Fig. 1: the clock network
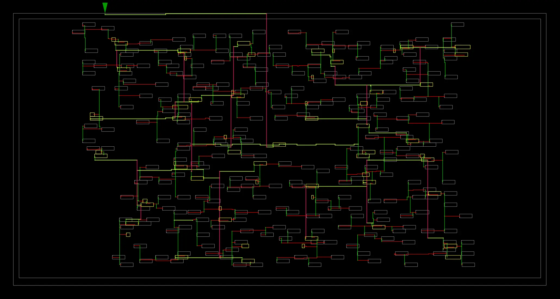
Fig. 2: gate families picked out
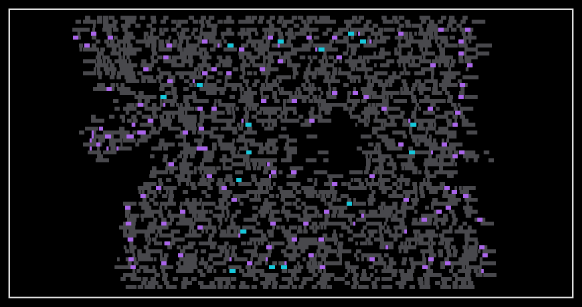
Fig. 3: pin placement
Bar = 100 µm. Pins as bars across the die edge, other pins in gray.
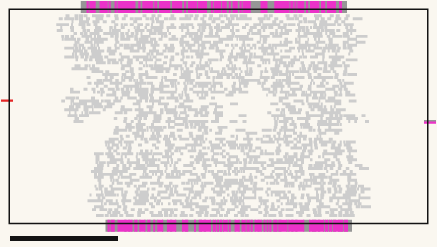
Fig. 4: wire density map
39 x 20 tiles, from white (low) to dark blue (high), scaled to the fullest tile. Values are wire area over tile area, all layers added.
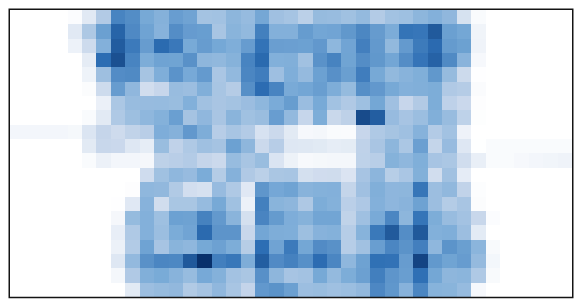
File: src/rtl/xor32_pkg.sv
// Shared constants and FSM encoding for the xorshift32 random bank.
// Seed zero-guard constant is used when XOR32_ZERO_GUARD_EN is defined.
package xor32_pkg;

  localparam int unsigned SH_A = 13;
  localparam int unsigned SH_B = 17;
  localparam int unsigned SH_C = 5;

  localparam logic [31:0] ZERO_GUARD = 32'h2545F491;

  typedef enum logic [1:0] {
    ST_LOAD = 2'd0,
    ST_WARM = 2'd1,
    ST_RUN  = 2'd2
  } state_e;

endpackage

File: src/rtl/xor32_step.sv
// One combinational xorshift32 step for a single 32-bit lane.
// Logical shifts, results truncated to 32 bits.
module xor32_step
  import xor32_pkg::*;
(
  input  logic [31:0] iX,
  output logic [31:0] oY
);

  logic [31:0] t0;
  logic [31:0] t1;

  assign t0 = iX ^ (iX << SH_A);
  assign t1 = t0 ^ (t0 >> SH_B);
  assign oY = t1 ^ (t1 << SH_C);

endmodule

File: src/rtl/xor32_random_bank.sv
// SIZE-lane xorshift32 bank: load, optional warm-up, then one step per beat.
// Optional macro XOR32_ZERO_GUARD_EN replaces zero seed words on load.
module xor32_random_bank
  import xor32_pkg::*;
#(
  parameter int SIZE   = 8,
  parameter int WARMUP = 4
) (
  input  logic              iClk,
  input  logic              iRst_n,
  input  logic [SIZE*32-1:0] iInit,
  input  logic              iLoad,
  input  logic              iReady,
  output logic              oValid,
  output logic [SIZE*32-1:0] oRand
);

  localparam int CW = (WARMUP > 0) ? $clog2(WARMUP + 1) : 1;
  localparam logic [CW-1:0] WLAST =
    CW'((WARMUP > 0) ? WARMUP - 1 : 0);

  state_e              fsm_q, fsm_d;
  logic [CW-1:0]       cnt_q, cnt_d;
  logic [SIZE*32-1:0]  st_q, st_d;
  logic [SIZE*32-1:0]  st_step;
  logic [SIZE*32-1:0]  st_seed;

  for (genvar i = 0; i < SIZE; i++) begin : g_lane
    xor32_step u_step (
      .iX (st_q[i*32 +: 32]),
      .oY (st_step[i*32 +: 32])
    );
`ifdef XOR32_ZERO_GUARD_EN
    assign st_seed[i*32 +: 32] =
      (iInit[i*32 +: 32] == 32'd0) ? ZERO_GUARD
                                   : iInit[i*32 +: 32];
`else
    assign st_seed[i*32 +: 32] = iInit[i*32 +: 32];
`endif
  end

  always_comb begin
    fsm_d = fsm_q;
    cnt_d = cnt_q;
    st_d  = st_q;
    unique case (1'b1)
      (fsm_q == ST_LOAD): begin
        st_d  = st_seed;
        cnt_d = '0;
        fsm_d = (WARMUP > 0) ? ST_WARM : ST_RUN;
      end
      (fsm_q == ST_WARM): begin
        st_d  = st_step;
        cnt_d = cnt_q + 1'b1;
        if (cnt_q == WLAST) fsm_d = ST_RUN;
      end
      (fsm_q == ST_RUN): begin
        if (iReady) st_d = st_step;
      end
      default: fsm_d = ST_LOAD;
    endcase
    // Reload wins over any step; only LOAD itself samples iInit
    if (iLoad) begin
      fsm_d = ST_LOAD;
      cnt_d = '0;
      if (fsm_q != ST_LOAD) st_d = st_q;
    end
  end

  always_ff @(posedge iClk or negedge iRst_n) begin
    if (!iRst_n) begin
      fsm_q <= ST_LOAD;
      cnt_q <= '0;
      st_q  <= '0;
    end else begin
      fsm_q <= fsm_d;
      cnt_q <= cnt_d;
      st_q  <= st_d;
    end
  end

  assign oValid = (fsm_q == ST_RUN);
  assign oRand  = st_q;

endmodule
File: config.mk
export PLATFORM = sky130hd
export DESIGN_NAME = xor32_random_bank
export DESIGN_NICKNAME = d
export VERILOG_FILES = /design/src/rtl/xor32_pkg.sv /design/src/rtl/xor32_step.sv /design/src/rtl/xor32_random_bank.sv
export SDC_FILE = /design/constraint.sdc
export NUM_CORES = 1
export LEC_CHECK = 0
export ABC_CLOCK_PERIOD_IN_PS = 2600
export CORE_ASPECT_RATIO = 0.5
export CORE_MARGIN = 4
export CORE_UTILIZATION = 25
export CTS_CLUSTER_DIAMETER = 50
export CTS_CLUSTER_SIZE = 24
export DETAILED_ROUTE_END_ITERATION = 12
export PLACE_DENSITY = 0.53
export SYNTH_ARGS = -nofsm -noshare
export SYNTH_HDL_FRONTEND = slang
export SYNTH_SLANG_ARGS = --single-unit
File: constraint.sdc
create_clock -name iClk -period 2.6 [get_ports iClk]
set_clock_uncertainty 0.15 [all_clocks]
set_input_delay 0.65 -clock iClk [delete_from_list [all_inputs] [get_ports iClk]]
set_output_delay 0.65 -clock iClk [all_outputs]
set_load 0.01 [all_outputs]
==> deck_impl_summary.md <==
Physical Implementation Snapshot

Route
  – Drt wl/cell: 22.6 µm
  – Routed vias: 16,323
  – Pre-antenna DRT Iters: 5
  – Met1 WL: 29,300 µm

Layout
  – Ant diodes: 32
  – Commonest cells after routing, fill and taps aside: clkdlybuf4s50_1 (514), dfrtp_1 (260), a21oi_1 (244), xnor2_1 (225), xor2_1 (183)
  – Max reg flops: 256
  – Inverters: 5
  – Final core utilization: 36.3%
  – Finished Cell Area: 25,700 µm²

Logic synthesis
  – Post-synth ARST share: 100%
  – Yosys synthesis chip area: 17,900 µm²
  – Area leader, netlist: dfrtp_1
  – Area share, top type: 36.5%
  – Top cells, area: dfrtp_1 (37%), xnor2_1 (11%), xor2_1 (9.0%)
  – FA/HA/MAJ Cells, Area Fraction: 0.630%
  – Synth flops: 261
  – Post-Synth AOI/OAI Area: 21.0%
  – Synth cell types: 32

Worst setup path
  – Flop2flop setup slack: 0.10 ns
  – Buf+Inv Stages, Crit Path: 1
  – Reg-to-Reg Start: fsm_q[0]$_DFFE_PN0P_
  – Worst Path Class, Setup: reg2out
  – Top Family by Delay on Critical Path: buffers and inverters
  – Critical Path, Cell by Cell: clkdlybuf4s50_1
  – Critical path startpoint category: flip-flop

Run status
  – Status: complete, no violations

Clock network
  – # Post-CTS Setup Buffers: 0
  – # hold bufs at CTS: 1
  – Num CTS Buffers: 36

Pwr
  – PnR Total Power: 41.4 mW
  – Pwr Density: 1610 nW/µm²
  – Worst ir drop on vdd: 0.451 mV

Floorplanning
  – Ports: 517
  – Die Span Y: 197 µm

STA
  – Slew margin rel.: 59.2%
  – Tightest Pin Transition: 0.610 ns
  – RSZ-0062 raised after global routing: no
  – Pins Over Slew Limit: 0
  – Cycle use final: 97.7%
  – Max Freq: 0.394 GHz

Placed design
  – Detailed Place HPWL: 56,000 µm
  – Placer Congestion: 0.882

Global route
  – Initial antenna violation count: 33
-- Fig. 1 (at the start) --
seq_cells: 261
clk pwr: 5.09 mW
# clk buffers: 49

-- Fig. 2 (at the start) --
cyan -> AND-OR and OR-AND gates  # cells 17
purple -> NOR gates  # cells 128, where all over the die
Final Non-Filler Cells: 3,341
highest-count logic cell in the final layout: clkdlybuf4s50_1
Comb area share: 41.4%

-- Fig. 3 (at the start) --
magenta -> oRand  # pins 256, direction output, edge 132 north, 123 south, 1 east
red -> iLoad  # pins 1, direction input, edge west
all pins by edge = 267 north, 247 south, 2 east, 1 west

-- Fig. 4 (at the start) --
nearly empty tiles = 30%
emptiest ninth of the die = west
mean over tiles = 0.16
fullest tile = 0.55

No activity file was given, so power comes from the tool's default toggle rates.
